==> config.mk <==
export PLATFORM = sky130hd
export DESIGN_NAME = prog_loader
export DESIGN_NICKNAME = d
export VERILOG_FILES = /design/src/rtl/prog_loader_pkg.sv /design/src/rtl/prog_loader_word_assembler.sv /design/src/rtl/prog_loader.sv
export SDC_FILE = /design/constraint.sdc
export NUM_CORES = 1
export LEC_CHECK = 0
export CAP_MARGIN = 30
export CORE_MARGIN = 2
export CORE_UTILIZATION = 54
export CTS_CLUSTER_DIAMETER = 150
export DETAILED_ROUTE_END_ITERATION = 10
export PLACE_DENSITY = 0.83
export SLEW_MARGIN = 10
export SYNTH_ARGS = -nofsm -noshare
export SYNTH_HDL_FRONTEND = slang
export SYNTH_SLANG_ARGS = --single-unit
==> constraint.sdc <==
create_clock -name clk -period 3.8 [get_ports clk]
set_clock_uncertainty 0.1 [all_clocks]
set_input_delay 0.76 -clock clk [delete_from_list [all_inputs] [get_ports clk]]
set_output_delay 0.76 -clock clk [all_outputs]
set_load 0.02 [all_outputs]
Figure 1. Cells colored by class.
Fill, decap, tap and diode cells in gray.
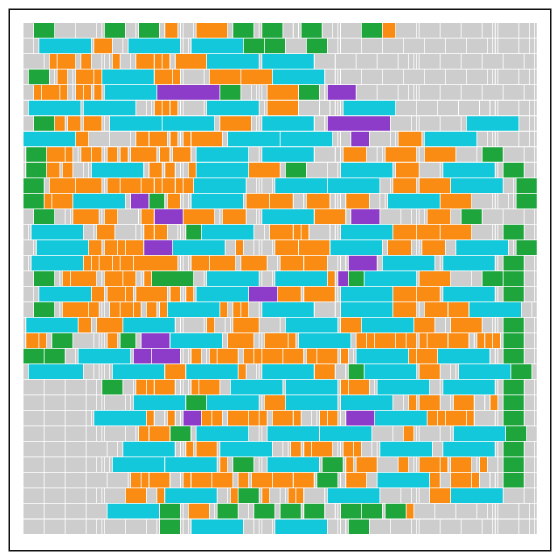
| color | class | cells |
|---|---|---|
| green | remaining buffers and delay cells | 70 |
| cyan | sequential cells | 98 |
| purple | clock drivers and dummy loads | 16 |
| orange | combinational and other logic | 253 |
Site Rows: 33
Seq area share: 45.21%

Figure 2. Pin map.
Pins as bars across the die edge, other pins in gray.
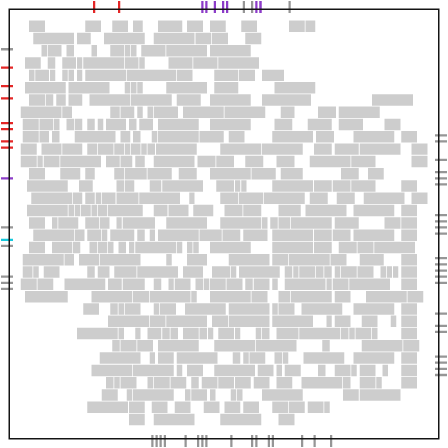
| color | port | pins | direction | edge |
|---|---|---|---|---|
| red | word_count | 9 | output | 7 left, 2 top |
| cyan | byte_ready | 1 | output | left |
| purple | mem_add | 8 | output | 7 top, 1 left |
all pins by edge: 22 right, 16 bottom, 15 left, 12 top
width of the die: 94.71 um
IO buf count: 64
Vert. Die Dim: 94.71 um

==> flow_summary.json <==
{
  "vias": 2850,
  "met3_length_um": 330,
  "clk_path_buf_depth": 2,
  "worstPathArrival_ps": 3140,
  "drt-total-wl_um": 8356,
  "fin_cells": 542,
  "area_growth_pct": 22.16,
  "dp.final_hpwl_um": 5760,
  "cp-start-kind": "flop",
  "layout_min_cycle_time_ps": 3002,
  "required_ps": 3940,
  "ys_warn_count": 0,
  "top_logic_kind": "multiplexers",
  "critPathKind": "reg -> reg",
  "via_per_inst": 5.258,
  "grt_antenna_before_repair": 0,
  "overflow": 0,
  "io_pins": 65,
  "synth_area_um2": 4443,
  "rr_worst_depth": 8,
  "numCtsBuffers": 9,
  "critPathCaptureType": "flop",
  "p_leak_nw": 2.558,
  "synthCells": 367,
  "post_cts_resized": 0,
  "cts_num_sinks": 98,
  "drc": 0,
  "critPathSlowestCell": "ha_1",
  "clkTransAtPathRegs_ps": 90,
  "yosys.area_share.aoi_pct": 4.140,
  "grt_pass1_wl_um": 13920,
  "rsz0062_at_grt": "false",
  "initial_core_util_pct": 54.90,
  "drt-initial-drc-count": 115,
  "grt_max_degree": 46,
  "fp_nets": 390,
  "postCtsHoldBufs": 0,
  "max_cap_viol_count": 0,
  "relSlewSlack_pct": 57.09,
  "top_layer_used": "met4",
  "critPathMaxFanout": 40,
  "lay_top_count": "dfrtp_1",
  "clockRootBuffer": "clkbuf_8",
  "reg2reg_slack_ps": 800,
  "dr.pass1.iters": 4,
  "grt_pass1_vias": 2842,
  "setup_tns_ps": 0,
  "wl_met2_um": 4128,
  "ys_chip_area_um2": 4443,
  "outcome": "finished, final reports clean",
  "synth-seq-cells": 98,
  "ys_sh_adder_pct": 3.098,
  "diodes": 0,
  "crit_chain": "inv_1, ha_1, nand4_1, or3_1, a21oi_2, o211ai_4, buf_12, mux2_4",
  "lay_top_cells": "97 x dfrtp_1, 64 x clkdlybuf4s50_1, 42 x mux2i_1",
  "xor_area_share_pct": 2.168,
  "h-tree-depth": 3,
  "power_density_nw_per_um2": 757.0
}
==> per-layer routing <==
metal | global-route usage (%) | vias to the layer above
li1 | - | 1365
met1 | 27.46 | 1408
met2 | 33.63 | 66
met3 | 2.953 | 11
met4 | 6.884 | 0
met5 | 0 | -
==> critical path, delay by kind of cell, from the launching register on <==
family / cells / cell delay (ps)
AOI/OAI and AO/OA: 2 / 400
adders and majority gates: 1 / 580
buffers and inverters: 2 / 370
DFF: 1 / 440
muxes: 1 / 320
and+or+nand+nor: 2 / 680
==> report_power, final <==
group / switching (mW) / internal (mW)
Sequential: 0.215 / 1.38
Combinational: 0.890 / 0.880
Clock: 0.369 / 0.377
Total: 1.47 / 2.63
==> metrics by stage <==
step                      instance area [um^2]  setup slack [ps]  total power, mW  hold WS [ps]  util [%]
final                                     5428             798.0            4.109         388.2     67.07
after global routing                      5428             589.6            4.361         413.0     67.07
after CTS                                 5428             831.6            4.145         392.1     67.07
after detailed placement                  5204             843.9            3.391         370.1     64.30
after global placement                    5204             980.0            3.321         361.7     64.30
after floorplan                           4443             379.6            2.732         349.2         -
==> cell usage after synthesis <==
cell type,instances,area (um^2)
dfrtp_1,97,2427
mux2i_1,42,420.4
nand2_1,32,120.1
inv_1,29,108.9
mux2_2,24,270.3
mux2_4,20,300.3
nor2_1,20,75.07
o21ai_0,20,100.1
ha_1,11,137.6
clkbuf_1,10,37.54
nand3_1,8,40.04
nand2b_1,6,37.54
xor2_1,6,52.55
nand4_1,5,31.28
xnor2_1,5,43.79
buf_2,4,20.02
a21oi_1,3,15.01
o21ai_1,3,15.01
a32oi_1,2,17.52
and2_1,2,12.51
and3_1,2,12.51
buf_6,2,22.52
nor3_1,2,10.01
nor4_1,2,12.51
or3_1,2,12.51
a211o_1,1,8.760
a21oi_2,1,8.760
a31oi_1,1,6.260
dfstp_2,1,26.28
nor4b_2,1,15.01
o211ai_2,1,12.51
or2_1,1,6.260
or2_2,1,6.260
==> cells by family after synthesis <==
logic type               after synthesis
adder cells (fa/ha/maj)               11
AND/OR/NAND/NOR                       84
multiplexers                          86
buffers and inverters                 45
XOR/XNOR                              11
flip-flops                            98
AND-OR/OR-AND                         32
==> layout make-up <==
| class | count | area (um^2) |
|---|---|---|
| Clock buffer | 9 | 123.9 |
| Clock inverter | 7 | 100.1 |
| Fill cell | 638 | 2665 |
| Inverter | 29 | 111.4 |
| Multi-Input combinational cell | 224 | 1809 |
| Sequential cell | 98 | 2454 |
| Tap cell | 105 | 131.4 |
| Timing Repair Buffer | 70 | 698.2 |
Power is estimated from default activity; no workload was simulated.
